==> images/met1.png <==
Drawn at 2 px/micron. Cells faint in the background.
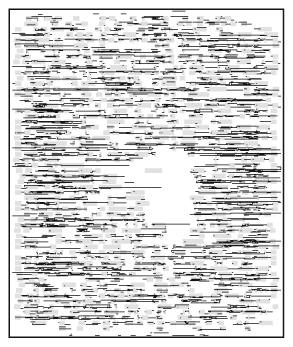
==> images/met2.png <==
Drawn at 3 px/micron.
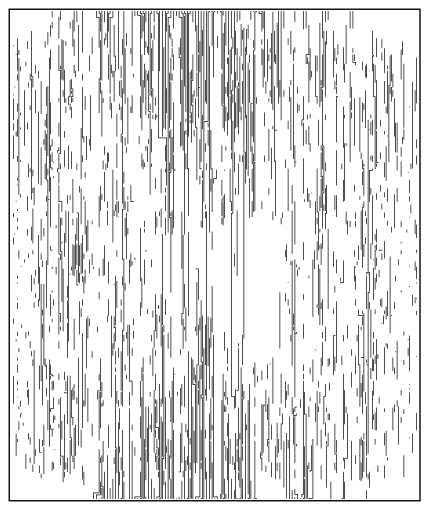
==> images/met3.png <==
Drawn at 1.5 px/micron. Cells faint in the background.
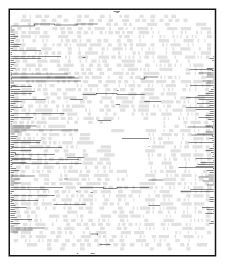
==> config.mk <==
export PLATFORM = sky130hd
export DESIGN_NAME = alu_arbiter_flat
export DESIGN_NICKNAME = d
export VERILOG_FILES = /design/src/rtl/alu_arbiter_if.sv /design/src/rtl/alu_arbiter.sv /design/src/flat_wrapper.sv
export SDC_FILE = /design/constraint.sdc
export NUM_CORES = 1
export LEC_CHECK = 0
export ABC_CLOCK_PERIOD_IN_PS = 2100
export CAP_MARGIN = 15
export CELL_PAD_IN_SITES_DETAIL_PLACEMENT = 1
export CELL_PAD_IN_SITES_GLOBAL_PLACEMENT = 1
export CORE_ASPECT_RATIO = 1.2
export CORE_MARGIN = 1
export CORE_UTILIZATION = 27
export CTS_CLUSTER_SIZE = 12
export DETAILED_ROUTE_END_ITERATION = 10
export PLACE_DENSITY_LB_ADDON = 0.1
export SETUP_SLACK_MARGIN = 0.4
export SYNTH_ARGS = -nofsm -noshare
export SYNTH_HDL_FRONTEND = slang
export SYNTH_SLANG_ARGS = --single-unit
==> constraint.sdc <==
create_clock -name clk -period 2.1 [get_ports clk]
set_clock_uncertainty 0.15 [all_clocks]
set_input_delay 0.315 -clock clk [delete_from_list [all_inputs] [get_ports clk]]
set_output_delay 0.315 -clock clk [all_outputs]
set_load 0.01 [all_outputs]
==> src/rtl/alu_arbiter_if.sv <==
// alu_arbiter_if: requester handshakes and ALU-side bus for the two-requester ALU arbiter.
interface alu_arbiter_if;
   logic        req_valid_0, req_valid_1, req_ready_0, req_ready_1;
   logic [31:0] req_a_0, req_a_1, req_b_0, req_b_1;
   logic [2:0]  req_op_0, req_op_1;
   logic        rsp_valid_0, rsp_valid_1, rsp_ready_0, rsp_ready_1;
   logic [31:0] rsp_result_0, rsp_result_1;
   logic [1:0]  rsp_sign_0, rsp_sign_1;
   logic        rsp_cout_0, rsp_cout_1;
   logic [31:0] alu_reg1, alu_reg2, alu_result;
   logic [2:0]  alu_x;
   logic [1:0]  alu_sign;
   logic        alu_cout;
   modport slave (
      input  req_valid_0, req_valid_1, req_a_0, req_a_1, req_b_0, req_b_1, req_op_0, req_op_1,
      input  rsp_ready_0, rsp_ready_1, alu_result, alu_sign, alu_cout,
      output req_ready_0, req_ready_1, rsp_valid_0, rsp_valid_1,
      output rsp_result_0, rsp_result_1, rsp_sign_0, rsp_sign_1, rsp_cout_0, rsp_cout_1,
      output alu_reg1, alu_reg2, alu_x
   );
   modport master (
      output req_valid_0, req_valid_1, req_a_0, req_a_1, req_b_0, req_b_1, req_op_0, req_op_1,
      output rsp_ready_0, rsp_ready_1, alu_result, alu_sign, alu_cout,
      input  req_ready_0, req_ready_1, rsp_valid_0, rsp_valid_1,
      input  rsp_result_0, rsp_result_1, rsp_sign_0, rsp_sign_1, rsp_cout_0, rsp_cout_1,
      input  alu_reg1, alu_reg2, alu_x
   );
endinterface

==> src/rtl/alu_arbiter.sv <==
// alu_arbiter: round-robin sharing of one external combinational ALU between two requesters,
// one launch per cycle, one outstanding op per requester, two-stage launch/capture pipeline.
module alu_arbiter (
   input  logic         clk,
   input  logic         rst,
   alu_arbiter_if.slave bus
);
   logic rr, owner, inflight, v0, v1;
   logic elig0, elig1, rdy0, rdy1, acc0, acc1;
   always_comb begin
      elig0 = !(inflight && !owner) && !v0;
      elig1 = !(inflight && owner) && !v1;
      rdy0  = !rst && elig0 && (!rr || !(bus.req_valid_1 && elig1));
      rdy1  = !rst && elig1 && (rr || !(bus.req_valid_0 && elig0));
      acc0  = bus.req_valid_0 && rdy0;
      acc1  = bus.req_valid_1 && rdy1;
   end
   assign bus.req_ready_0 = rdy0;
   assign bus.req_ready_1 = rdy1;
   assign bus.rsp_valid_0 = v0 && !rst;
   assign bus.rsp_valid_1 = v1 && !rst;
   always_ff @(posedge clk) begin
      if (rst) begin
         rr               <= 1'b0;
         owner            <= 1'b0;
         inflight         <= 1'b0;
         v0               <= 1'b0;
         v1               <= 1'b0;
         bus.rsp_result_0 <= '0;
         bus.rsp_result_1 <= '0;
         bus.rsp_sign_0   <= '0;
         bus.rsp_sign_1   <= '0;
         bus.rsp_cout_0   <= 1'b0;
         bus.rsp_cout_1   <= 1'b0;
         bus.alu_reg1     <= '0;
         bus.alu_reg2     <= '0;
         bus.alu_x        <= '0;
      end else begin
         inflight <= acc0 || acc1;
         if (acc0 || acc1) begin
            rr           <= acc0;
            owner        <= acc1;
            bus.alu_reg1 <= acc1 ? bus.req_a_1 : bus.req_a_0;
            bus.alu_reg2 <= acc1 ? bus.req_b_1 : bus.req_b_0;
            bus.alu_x    <= acc1 ? bus.req_op_1 : bus.req_op_0;
         end
         if (v0 && bus.rsp_ready_0) v0 <= 1'b0;
         if (v1 && bus.rsp_ready_1) v1 <= 1'b0;
         // an in-flight owner always has its response slot empty, so capture never races a clear
         if (inflight && !owner) begin
            v0               <= 1'b1;
            bus.rsp_result_0 <= bus.alu_result;
            bus.rsp_sign_0   <= bus.alu_sign;
            bus.rsp_cout_0   <= bus.alu_cout;
         end
         if (inflight && owner) begin
            v1               <= 1'b1;
            bus.rsp_result_1 <= bus.alu_result;
            bus.rsp_sign_1   <= bus.alu_sign;
            bus.rsp_cout_1   <= bus.alu_cout;
         end
      end
   end
endmodule

==> src/flat_wrapper.sv <==
// flat-port wrapper written by rule: the top's interface ports become plain ports
module alu_arbiter_flat 
  (clk, rst, bus_req_valid_0, bus_req_valid_1, bus_req_a_0, bus_req_a_1, bus_req_b_0, bus_req_b_1, bus_req_op_0, bus_req_op_1, bus_rsp_ready_0, bus_rsp_ready_1, bus_alu_result, bus_alu_sign, bus_alu_cout, bus_req_ready_0, bus_req_ready_1, bus_rsp_valid_0, bus_rsp_valid_1, bus_rsp_result_0, bus_rsp_result_1, bus_rsp_sign_0, bus_rsp_sign_1, bus_rsp_cout_0, bus_rsp_cout_1, bus_alu_reg1, bus_alu_reg2, bus_alu_x);
  alu_arbiter_if bus_i ();
  input  logic clk;
  input  logic rst;
  input wire logic [$bits(bus_i.req_valid_0)-1:0] bus_req_valid_0;
  input wire logic [$bits(bus_i.req_valid_1)-1:0] bus_req_valid_1;
  input wire logic [$bits(bus_i.req_a_0)-1:0] bus_req_a_0;
  input wire logic [$bits(bus_i.req_a_1)-1:0] bus_req_a_1;
  input wire logic [$bits(bus_i.req_b_0)-1:0] bus_req_b_0;
  input wire logic [$bits(bus_i.req_b_1)-1:0] bus_req_b_1;
  input wire logic [$bits(bus_i.req_op_0)-1:0] bus_req_op_0;
  input wire logic [$bits(bus_i.req_op_1)-1:0] bus_req_op_1;
  input wire logic [$bits(bus_i.rsp_ready_0)-1:0] bus_rsp_ready_0;
  input wire logic [$bits(bus_i.rsp_ready_1)-1:0] bus_rsp_ready_1;
  input wire logic [$bits(bus_i.alu_result)-1:0] bus_alu_result;
  input wire logic [$bits(bus_i.alu_sign)-1:0] bus_alu_sign;
  input wire logic [$bits(bus_i.alu_cout)-1:0] bus_alu_cout;
  output wire logic [$bits(bus_i.req_ready_0)-1:0] bus_req_ready_0;
  output wire logic [$bits(bus_i.req_ready_1)-1:0] bus_req_ready_1;
  output wire logic [$bits(bus_i.rsp_valid_0)-1:0] bus_rsp_valid_0;
  output wire logic [$bits(bus_i.rsp_valid_1)-1:0] bus_rsp_valid_1;
  output wire logic [$bits(bus_i.rsp_result_0)-1:0] bus_rsp_result_0;
  output wire logic [$bits(bus_i.rsp_result_1)-1:0] bus_rsp_result_1;
  output wire logic [$bits(bus_i.rsp_sign_0)-1:0] bus_rsp_sign_0;
  output wire logic [$bits(bus_i.rsp_sign_1)-1:0] bus_rsp_sign_1;
  output wire logic [$bits(bus_i.rsp_cout_0)-1:0] bus_rsp_cout_0;
  output wire logic [$bits(bus_i.rsp_cout_1)-1:0] bus_rsp_cout_1;
  output wire logic [$bits(bus_i.alu_reg1)-1:0] bus_alu_reg1;
  output wire logic [$bits(bus_i.alu_reg2)-1:0] bus_alu_reg2;
  output wire logic [$bits(bus_i.alu_x)-1:0] bus_alu_x;
  assign bus_i.req_valid_0 = bus_req_valid_0;
  assign bus_i.req_valid_1 = bus_req_valid_1;
  assign bus_i.req_a_0 = bus_req_a_0;
  assign bus_i.req_a_1 = bus_req_a_1;
  assign bus_i.req_b_0 = bus_req_b_0;
  assign bus_i.req_b_1 = bus_req_b_1;
  assign bus_i.req_op_0 = bus_req_op_0;
  assign bus_i.req_op_1 = bus_req_op_1;
  assign bus_i.rsp_ready_0 = bus_rsp_ready_0;
  assign bus_i.rsp_ready_1 = bus_rsp_ready_1;
  assign bus_i.alu_result = bus_alu_result;
  assign bus_i.alu_sign = bus_alu_sign;
  assign bus_i.alu_cout = bus_alu_cout;
  assign bus_req_ready_0 = bus_i.req_ready_0;
  assign bus_req_ready_1 = bus_i.req_ready_1;
  assign bus_rsp_valid_0 = bus_i.rsp_valid_0;
  assign bus_rsp_valid_1 = bus_i.rsp_valid_1;
  assign bus_rsp_result_0 = bus_i.rsp_result_0;
  assign bus_rsp_result_1 = bus_i.rsp_result_1;
  assign bus_rsp_sign_0 = bus_i.rsp_sign_0;
  assign bus_rsp_sign_1 = bus_i.rsp_sign_1;
  assign bus_rsp_cout_0 = bus_i.rsp_cout_0;
  assign bus_rsp_cout_1 = bus_i.rsp_cout_1;
  assign bus_alu_reg1 = bus_i.alu_reg1;
  assign bus_alu_reg2 = bus_i.alu_reg2;
  assign bus_alu_x = bus_i.alu_x;
  alu_arbiter u_core (.clk(clk), .rst(rst), .bus(bus_i));
endmodule
==> impl_report.txt <==
=== SYNTHESIS / PLACE & ROUTE SUMMARY ===
----------------------------------------------------
[Run status]
  Result of the run ........................ complete, no violations

[Pwr]
  Power consumed by the clock network ........................ 0.00308 W
  Cell Int Power ........................ 0.005770 W
  Fraction of power consumed by the clock network ........................ 38.5%
  Power in sequential cells ........................ 0.00303 W
  Sw Share ........................ 27.99%

[STA]
  Minimum clock period after layout ........................ 2.067 ns
  Headroom to the max-slew limit ........................ 43.43%
  RSZ-0062 raised after global routing ........................ yes
  Post-route clock period utilization ........................ 98.43%
  Setup TNS ........................ 0 ns
  Highest clock frequency the design can meet ........................ 0.4838 GHz

[Detailed routing]
  Post-DR wirelength/cell ........................ 17.07 microns
  Drc violations ........................ 0

[Clock network]
  CTS tree ........................ done
  Clock latency of the later-clocked register in the worst-skew pair ........................ 0.42 ns
  Level count of the clock H-tree ........................ 4
  Total CTS buffers ........................ 17
  # hold bufs at CTS ........................ 0

[Cells and area]
  Relative area change from synthesis to final layout ........................ 76.02%
  Proportion of layout cells with a drive suffix above 1 ........................ 9.855%
  Fillers ........................ 2426

[Global route]
  Pin count of the biggest net entering global routing ........................ 79
  Number of antenna violations at the first check in global routing ........................ 1

[Worst setup path]
  Depth of the most critical reg-to-reg path ........................ 6
  Crit path DRT ........................ 1.63 ns
  CP startpoint ........................ u_core.v0
  Ordered cell list for the critical path ........................ or4b_4 > and3b_1 > buf_2
  Critical Path Start Type ........................ flip-flop
  Critical Path End ........................ bus_req_ready_1
  Worst reg2reg setup slack ........................ 0.06 ns

[Logic synthesis]
  Share of synthesized registers carrying an async set or reset ........................ 0%
  Synth Warn # ........................ 0
  Count of distinct cell types in the synthesized netlist ........................ 21
  Mean instance size in the synthesized netlist ........................ 8.387 sq um
  Gate Count Post-Synth ........................ 698
  Proportion of netlist area held by the largest area contributor ........................ 48.56%

[Flow run]
  Total number of warnings across the stage logs ........................ 29

[Floorplan]
  Die outline width ........................ 136.4 microns
  Standard-cell row count ........................ 58

----------------------------------------------------
Notes on met1.png above:
wire length on this layer: 8780 microns
longest straight run: 46.5 microns
share of all routed wire: 39%

Notes on met2.png above:
wire length on this layer: 11400 microns
longest straight run: 71.6 microns
nets with wire on the layer: 1013
share of all routed wire: 51%

Notes on met3.png above:
wire length on this layer: 1780 microns
main direction: horizontal
share of all routed wire: 8.0%
nets with wire on the layer: 181
longest straight run: 46.7 microns
detailed-route wire length: 22300 microns
met3 usage: 7.604%
routed via count: 5948

[kinds of logic after synthesis]
logic type,synth area share [%]
AOI/OAI and AO/OA,20.88
and+or+nand+nor,10.88
DFF,48.56
buffers and inverters,8.228
muxes,11.46
[routing by layer]
metal	share of wire, %	track usage, %
met1	39	21.56
met2	51	36.20
met3	8.0	7.604
met4	1.7	6.616
met5	0	0
[cell type report]
cell class | count | area, sq um | share of cell area, %
Clock inverter | 13 | 155.1 | 1.506
Timing Repair Buffer | 357 | 3600 | 34.93
Antenna cell | 1 | 2.502 | 0.02428
Tap cell | 270 | 337.8 | 3.278
Multi-Input combinational cell | 438 | 2668 | 25.89
Sequential cell | 142 | 2851 | 27.67
Inverter | 67 | 251.5 | 2.440
Clock buffer | 18 | 439.2 | 4.262
[flip-flops by register name, indices dropped and copies added, names as in the netlist, 2 cells and up]
signal                   count
u_core.bus.alu_x             3
u_core.bus.rsp_sign_0        2
u_core.bus.rsp_result_1     32
u_core.bus.rsp_sign_1        2
u_core.bus.alu_reg1         32
u_core.bus.rsp_result_0     32
u_core.bus.alu_reg2         32
[per-stage QoR]
| stage | hold slack [ns] | worst slack, ns | cell area [sq um] | power [W] | std cells |
|---|---|---|---|---|---|
| final | 0.2650 | 0.03302 | 10300 | 0.008012 | 1306 |
| after global routing | 0.2627 | -0.01618 | 10300 | 0.008415 | 1306 |
| after CTS | 0.2440 | 0.03241 | 10200 | 0.008094 | 1300 |
| after detailed placement | 0.2973 | -0.2970 | 9457 | 0.004943 | 1257 |
| after global placement | 0.2914 | -0.2642 | 9457 | 0.004924 | 1257 |
| after floorplan | 0.3010 | 0.2426 | 5869 | 0.003868 | 698 |
[worst max-delay path: cells and delay by family, from the launching register on]
family | cells | cell delay (ns)
buf+inv | 1 | 0.14
flops | 1 | 0.32
simple gates | 2 | 0.72
No activity file was given, so power comes from the tool's default toggle rates.
